Run 1, placement by cell class:
Drawn at 3 px/um. Fill, decap, tap and diode cells in grey.
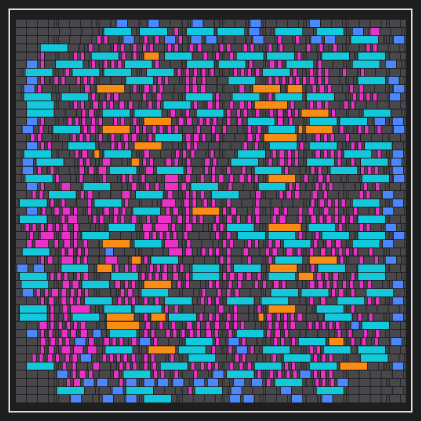
Run 1, clock wires, drivers and flops:
Drawn at 4 px/um.
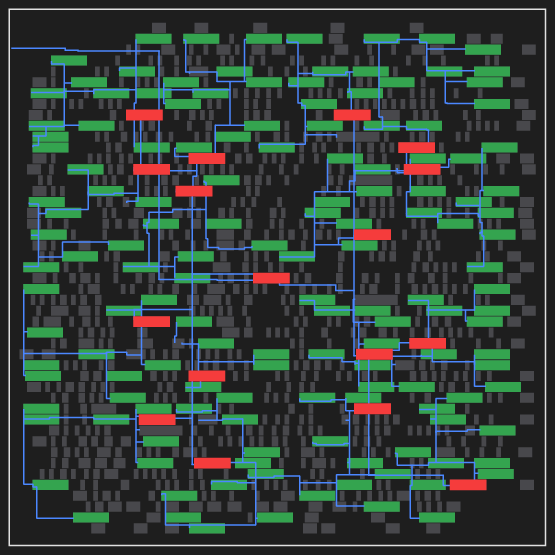
Run 1, pin map:
Drawn at 2 px/um. Pins as bars across the die edge, other pins in grey.
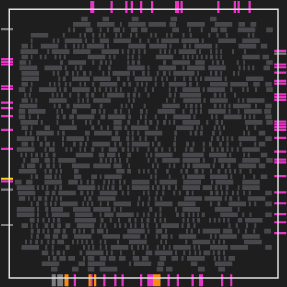
==> config.mk <==
export PLATFORM = sky130hd
export DESIGN_NAME = sha3_pad
export DESIGN_NICKNAME = d
export VERILOG_FILES = /design/src/rtl/sha3_pad.sv
export SDC_FILE = /design/constraint.sdc
export NUM_CORES = 1
export LEC_CHECK = 0
export ABC_AREA = 1
export ABC_CLOCK_PERIOD_IN_PS = 9150
export CELL_PAD_IN_SITES_DETAIL_PLACEMENT = 1
export CELL_PAD_IN_SITES_GLOBAL_PLACEMENT = 1
export CORE_MARGIN = 1.5
export CORE_UTILIZATION = 40
export CTS_BUF_LIST = sky130_fd_sc_hd__clkbuf_8 sky130_fd_sc_hd__clkbuf_16
export CTS_CLUSTER_DIAMETER = 150
export CTS_CLUSTER_SIZE = 12
export DETAILED_ROUTE_END_ITERATION = 10
export PLACE_DENSITY_LB_ADDON = 0.1
export SLEW_MARGIN = 10
export SYNTH_ARGS = -nofsm -noshare
export SYNTH_HDL_FRONTEND = slang
export SYNTH_SLANG_ARGS = --single-unit
==> constraint.sdc <==
create_clock -name clk -period 9.15 [get_ports clk]
set_clock_uncertainty 0.05 [all_clocks]
set_input_delay 1.83 -clock clk [delete_from_list [all_inputs] [get_ports clk]]
set_output_delay 1.83 -clock clk [all_outputs]
set_load 0.05 [all_outputs]
==> src/rtl/sha3_pad.sv <==
// SHA3-256 message padder: packs bytes into 64-bit lanes and emits 25-lane blocks.
// Optional SHA3_PAD_KECCAK_LEGACY_EN selects the original Keccak 0x01 pad byte.
module sha3_pad (
  input  logic        clk,
  input  logic        rst,
  input  logic        pushin,
  output logic        stopin,
  input  logic        firstin,
  input  logic        lastin,
  input  logic [7:0]  din,
  output logic        pushout,
  input  logic        stopout,
  output logic        firstout,
  output logic        lastout,
  output logic [63:0] dout
);

`ifdef SHA3_PAD_KECCAK_LEGACY_EN
  localparam logic [7:0] PAD1 = 8'h01;
`else
  localparam logic [7:0] PAD1 = 8'h06;
`endif

  typedef enum logic [1:0] {
    IDLE, ABSORB, PAD, CAP
  } state_t;

  state_t      r_state;
  state_t      w_next;
  logic [2:0]  r_bcnt;
  logic [4:0]  r_lcnt;
  logic [63:0] r_lane;
  logic [63:0] r_dout;
  logic        r_pushout;
  logic        r_firstout;
  logic        r_lastout;
  logic        r_first;
  logic        r_pad1;
  logic        r_done;
  logic        r_padfull;

  logic        w_acc;
  logic        w_slot;
  logic        w_we;
  logic        w_emit;
  logic        w_b135;
  logic        w_lane_done;
  logic        w_cap_end;
  logic [7:0]  w_byte;
  logic [7:0]  w_padb;
  logic [63:0] w_lane_next;

  assign w_acc       = pushin && !stopin;
  assign w_slot      = !r_pushout || !stopout;
  assign w_b135      = (r_lcnt == 5'd16) && (r_bcnt == 3'd7);
  assign w_lane_done = w_we && (r_bcnt == 3'd7);
  assign w_cap_end   = w_emit && (r_lcnt == 5'd24);
  assign w_padb      = (r_pad1 ? PAD1 : 8'h00)
                     | (w_b135 ? 8'h80 : 8'h00);

  always_ff @(posedge clk or posedge rst) begin
    if (rst) r_state <= IDLE;
    else     r_state <= w_next;
  end

  always_comb begin
    w_next = r_state;
    unique case (r_state)
      IDLE: begin
        if (w_we) w_next = lastin ? PAD : ABSORB;
      end
      ABSORB: begin
        if (w_we) begin
          if (w_b135)      w_next = CAP;
          else if (lastin) w_next = PAD;
        end
      end
      PAD: begin
        if (w_we && w_b135) w_next = CAP;
      end
      CAP: begin
        if (w_cap_end) begin
          if (r_done)         w_next = IDLE;
          else if (r_padfull) w_next = PAD;
          else                w_next = ABSORB;
        end
      end
      default: w_next = IDLE;
    endcase
  end

  always_comb begin
    stopin = r_pushout;
    w_we   = 1'b0;
    w_emit = 1'b0;
    w_byte = din;
    unique case (r_state)
      IDLE:   w_we = w_acc && firstin;
      ABSORB: w_we = w_acc;
      PAD: begin
        stopin = 1'b1;
        w_we   = w_slot;
        w_byte = w_padb;
      end
      CAP: begin
        stopin = 1'b1;
        w_emit = w_slot;
      end
      default: stopin = 1'b1;
    endcase
  end

  always_comb begin
    w_lane_next = r_lane;
    w_lane_next[{r_bcnt, 3'b000} +: 8] = w_byte;
  end

  always_ff @(posedge clk or posedge rst) begin
    if (rst) begin
      r_bcnt     <= 3'd0;
      r_lcnt     <= 5'd0;
      r_lane     <= 64'd0;
      r_dout     <= 64'd0;
      r_pushout  <= 1'b0;
      r_firstout <= 1'b0;
      r_lastout  <= 1'b0;
      r_first    <= 1'b0;
      r_pad1     <= 1'b0;
      r_done     <= 1'b0;
      r_padfull  <= 1'b0;
    end else begin
      if (w_we) begin
        r_bcnt <= r_bcnt + 3'd1;
        if (r_bcnt == 3'd7) r_lcnt <= r_lcnt + 5'd1;
      end else if (w_emit) begin
        r_lcnt <= (r_lcnt == 5'd24) ? 5'd0 : r_lcnt + 5'd1;
      end

      // A completed lane goes straight to the output register.
      if (w_lane_done) begin
        r_dout     <= w_lane_next;
        r_pushout  <= 1'b1;
        r_firstout <= r_first && (r_lcnt == 5'd0);
        r_lastout  <= 1'b0;
        r_lane     <= 64'd0;
        r_first    <= 1'b0;
      end else begin
        if (w_we) r_lane <= w_lane_next;
        if (w_emit) begin
          r_dout     <= 64'd0;
          r_pushout  <= 1'b1;
          r_firstout <= 1'b0;
          r_lastout  <= (r_lcnt == 5'd24) && r_done;
        end else if (r_pushout && !stopout) begin
          r_pushout  <= 1'b0;
          r_firstout <= 1'b0;
          r_lastout  <= 1'b0;
        end
      end

      if (r_state == IDLE && w_we) r_first <= 1'b1;

      if (r_state != PAD) r_pad1 <= 1'b1;
      else if (w_we)      r_pad1 <= 1'b0;

      if (r_state == IDLE)                    r_done <= 1'b0;
      else if (r_state == PAD && w_we && w_b135) r_done <= 1'b1;

      if (r_state == ABSORB && w_we && lastin && w_b135)
        r_padfull <= 1'b1;
      else if (w_cap_end)
        r_padfull <= 1'b0;
    end
  end

  assign pushout  = r_pushout;
  assign firstout = r_firstout;
  assign lastout  = r_lastout;
  assign dout     = r_dout;

endmodule
==> results.cfg, run 1 <==
; physical design summary
[placed_design]
dp_slack_ns = 4.922
dpl.cell_count = 1155
gp_congestion = 0.8025
post-dp-hpwl_um = 12630

[clock_tree]
cts_buffers = 17
cts_max_path_buffers = 2
cts_hold_buffers = 0
clockRootBuffer = clkbuf_16
path_clk_slew_ns = 0.06
post_cts_buffers = 0
clock-sinks = 145
cts_resized = 0
cts_tree = done
htreeDepth = 4

[cells_and_area]
lay_top_cells = nand2_1 (455), dfrtp_1 (145), o21ai_0 (83)
nNetsFinal = 976
logic_gate_count = 642
buf_share_pct = 9.923
dominant_cells = registers
layout-drive-gt1-share_pct = 5.377
comb_area_sq_um = 2758
area_growth_pct = 22.95
clockNetworkAreaShare_pct = 7.837
clock_buffers = 23
buffers = 84
inverters = 64
utilization_pct = 50.46
antenna_cells = 0
lay_top_count = nand2_1
n_fill_cell = 2036

[min_path]
hold_depth = 2
hold_start = dout[20]
hold_class = reg -> reg
worstHoldEndpoint = dout[20]

[sta]
rsz0062_at_grt = no
whs_ns = 0.4183
final-hold-violation-count = 0
maxSlewViolCount = 0
setup_viol = 0
period_used_pct = 41.58
worst_pin_slew_ns = 1.331
fin_crit_ns = 3.805
timing.fmax_mhz = 262.8
setup_tns_ns = 0

[synth]
async_flop_share_pct = 100.0
top_area_cell = dfrtp_1
ys.flops = 145
edf_count = 0
xor_area_share_pct = 0.5129
topCellsByArea = dfrtp_1 (53%), nand2_1 (25%), o21ai_0 (6.1%)
most_common_cell = nand2_1
syn_area_sq_um = 6830
adder_share_pct = 1.465
ys_types = 31
topCombFamilyByArea = simple AND/OR/NAND/NOR gates
syn_avg_cell_area_sq_um = 7.683
synthTopCellsByCount = nand2_1 (455), dfrtp_1 (145), o21ai_0 (83)
ys_warn_count = 0
synth_cells = 889
synth_top_area_share_pct = 53.12
synth_nets = 911
yosysChipArea_sq_um = 6830
compound_area_share_pct = 7.401
simple_gate_share_pct = 30.99

[worst_setup_path]
path_class = in -> reg
cpLargestDelayFamily = buffers and inverters
cp-start-kind = primary input
cpPeakStageDelay_ns = 0.58
crit_slowest_cell = buf_4
path_cells = clkdlybuf4s50_1, nand2_1, inv_1, o21ai_2, nand2_2, buf_4, nor2_4, buf_4, nand2_1, o21ai_0
reg2reg_slack_ns = 6.24
cp-startpoint = stopout
path_buffers = 4
cp.required_ns = 9.42
critical_path.max_fanout = 64
cp.depth = 10
arrival_ns = 4.08
worstSetupEndpoint = r_lane[52]
rr_endpoint = dout[2]
reg2reg_from = r_bcnt[0]
worstSetupEndpointType = register

[detailed_routing]
wirelength_um = 18910
wl_met3_um = 498
wire_per_inst_um = 15.93
ant_nets = 0
top_layer = met4
vias = 5986
drtIter0Drc = 321
firstDrtPassIters = 4
wl_met1_um = 8662

[global_routing]
grt_pass1_wl_um = 32310
grtUsageMet3_pct = 3.691
use_met1_pct = 29.55
track_usage_pct = 22.87
top_usage_layer = met2
antenna_found_initial = 0
grt_pass1_vias = 6517
grt_overflow = 0

[pwr]
p_leak_nw = 4.317
p_comb_share_pct = 41.5
power.internal_mw = 1.579
power_density_nw_per_um2 = 336.0
pwr.group.sequential_uw = 884
vdd_ir_drop_max_mv = 0.2529
seqPwrFrac_pct = 31.3
combinationalPower_mw = 1.17
total_power_mw = 2.822
switching_power_mw = 1.243

[status]
status = completed

[die]
taps = 220
top_level_ports = 82
rows = 47

[run]
warnings = 30
maxCapViolCount = 0
About 'placement by cell class':
colour	class	cells	share of their area
magenta	all other logic	706	37%
orange	clock drivers and dummy loads	32	8.1%
blue	other buffers and delay cells	84	10%
cyan	flops	145	45%
flop share of the area: 43.21%
CORE AREA: 16640 sq um

About 'clock wires, drivers and flops':
[red] cells driving clock nets | count: 17
[blue] clock wires | length: 1920 um
[green] flip-flops | count: 145
flops lie	widely spread
clk_lat worst skew: 0.43 ns
Clk network pwr share: 27.2%

About 'pin map':
colour	port	pins	direction	edge
orange	`din`	8	input	bottom
yellow	`firstout`	1	output	left
magenta	`dout`	64	output	23 right, 16 bottom, 14 top, 11 left
die width: 133.7 um
port bufs: 81
height of the die: 133.7 um

Run 1, metal 2:
Drawn at 3 px/um. Cells faint in the background.
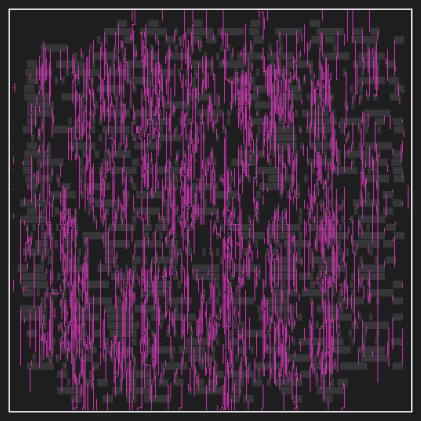

--- run 2 (diff from run 1) ---
--- a/config.mk
+++ b/config.mk
@@ -6,7 +6,7 @@
 export NUM_CORES = 1
 export LEC_CHECK = 0
 export ABC_AREA = 1
-export ABC_CLOCK_PERIOD_IN_PS = 9150
+export ABC_CLOCK_PERIOD_IN_PS = 3800
 export CELL_PAD_IN_SITES_DETAIL_PLACEMENT = 1
 export CELL_PAD_IN_SITES_GLOBAL_PLACEMENT = 1
 export CORE_MARGIN = 1.5
==> constraint.sdc (replaced) <==
create_clock -name clk -period 3.8 [get_ports clk]
set_clock_uncertainty 0.05 [all_clocks]
set_input_delay 0.76 -clock clk [delete_from_list [all_inputs] [get_ports clk]]
set_output_delay 0.76 -clock clk [all_outputs]
set_load 0.05 [all_outputs]
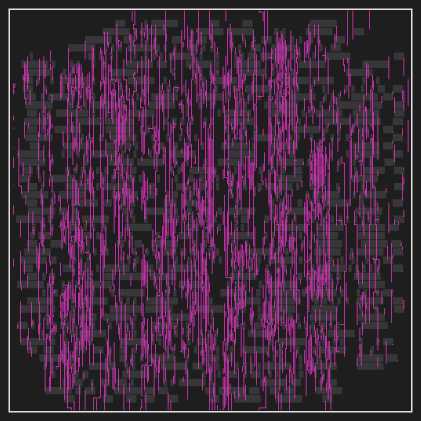
Run 2: metal 2
Drawn at 3 px/um. Cells faint in the background.
longest straight run	52.4 um
wire length on this layer	9630 um
Routed WL: 19520 um
DR vias: 6066
M2 GR Usage: 39.52%

==> results.cfg, run 2 <==
; physical design summary
[status]
status = completed

[synth]
async_flop_share_pct = 100.0
topCellsByArea = dfrtp_1 (53%), nand2_1 (25%), o21ai_0 (6.1%)
simple_gate_share_pct = 30.99
edf_count = 0
compound_area_share_pct = 7.401
synth.mux.area_fraction_pct = 0
synth_nets = 911
top_area_cell = dfrtp_1
adder_share_pct = 1.465
syn_area_sq_um = 6830
synthTopCellsByCount = nand2_1 (455), dfrtp_1 (145), o21ai_0 (83)
ys_warn_count = 0
syn_avg_cell_area_sq_um = 7.683
xor_area_share_pct = 0.5129
synth_top_area_share_pct = 53.12
ys_types = 31
synth_cells = 889
yosysChipArea_sq_um = 6830
ys.flops = 145
most_common_cell = nand2_1

[clock_tree]
cts_hold_buffers = 0
cts_max_path_buffers = 2
path_clk_slew_ns = 0.06
htreeDepth = 4
cts_resized = 0
cts_buffers = 17
cts_tree = done

[pwr]
switching_power_mw = 3.043
seqPwrFrac_pct = 30.9
p_comb_share_pct = 41.7
vdd_ir_drop_max_mv = 0.3639
p_leak_nw = 4.354
combinationalPower_mw = 2.89
power_density_nw_per_um2 = 814.1
pwr.group.sequential_mw = 2.14
power.internal_mw = 3.873
total_power_mw = 6.917

[placed_design]
io_buffers = 81
gp_congestion = 0.8912
dpl.cell_count = 1162
post-dp-hpwl_um = 13470
dp_slack_ns = 0.7630

[sta]
final-hold-violation-count = 0
setup_viol = 0
period_used_pct = 76.04
whs_ns = 0.4200
setup_tns_ns = 0
worst_pin_slew_ns = 0.8174
rsz0062_at_grt = no
maxSlewViolCount = 0
fin_crit_ns = 2.889
timing.fmax_mhz = 346.1

[worst_setup_path]
path_class = reg -> reg
cp-startpoint = r_bcnt[0]
worstSetupEndpointType = register
path_cells = inv_2, ha_1, inv_1, nand4_1, o21ai_0, nand2_1, nand2_1
reg2reg_from = r_bcnt[0]
arrival_ns = 3.20
cp.required_ns = 4.11
rr_endpoint = dout[0]
cp-start-kind = register
worstSetupEndpoint = dout[0]
cp.depth = 7
cpLargestDelayFamily = simple AND/OR/NAND/NOR gates
reg2reg_slack_ns = 0.91
path_common_cell = nand2_1
crit_slowest_cell = nand4_1
path_buffers = 2
critical_path.max_fanout = 16
cpPeakStageDelay_ns = 0.61

[cells_and_area]
buf_share_pct = 10.87
n_fill_cell = 2039
lay_top_cells = nand2_1 (455), dfrtp_1 (145), o21ai_0 (83)
layout-drive-gt1-share_pct = 5.955
comb_area_sq_um = 2758
clockNetworkAreaShare_pct = 7.850
nNetsFinal = 983
logic_gate_count = 642
seq_share_pct = 42.71
inverters = 64
finalInstanceArea_sq_um = 8496
dominant_cells = registers
clock_buffers = 17
area_growth_pct = 24.38
utilization_pct = 51.05
antenna_cells = 0
buffers = 91
lay_top_count = nand2_1

[run]
warnings = 30
maxCapViolCount = 0

[die]
die_w_um = 133.7
top_level_ports = 82
fp.dieH_um = 133.7
taps = 220
rows = 47
coreArea_sq_um = 16640

[global_routing]
use_met1_pct = 30.68
grt_pass1_wl_um = 32780
antenna_found_initial = 0
top_usage_layer = met2
track_usage_pct = 23.44
grt_pass1_vias = 6404
grtUsageMet3_pct = 3.995
grt_max_degree = 83
grt_overflow = 0

[detailed_routing]
wl_met3_um = 586
ant_nets = 0
top_layer = met4
wl_met1_um = 8958
firstDrtPassIters = 4
drtIter0Drc = 325

[min_path]
worstHoldEndpoint = dout[3]
hold_start = dout[3]
hold_depth = 2
hold_class = reg -> reg
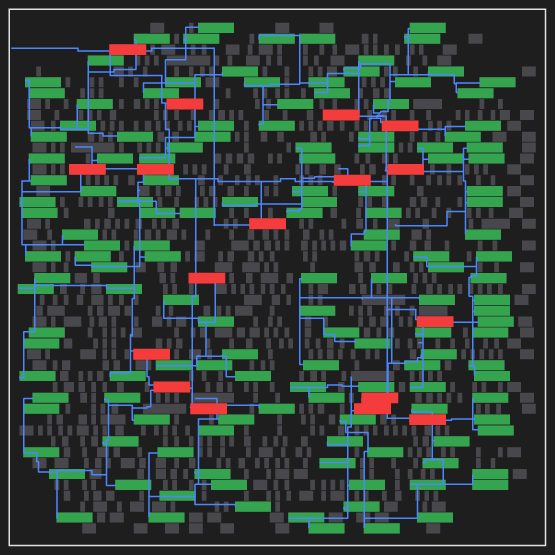
Run 2: clock wires, drivers and flops
Drawn at 4 px/um.
[red] cells driving clock nets | count: 17
[blue] clock wires | length: 1910 um
[green] flip-flops | count: 145
routed clock nets	18
Clock net power: 1.89 mW
clk_lat worst skew: 0.42 ns
Clk network pwr share: 27.4%

No activity file was given, so power comes from the tool's default toggle rates.
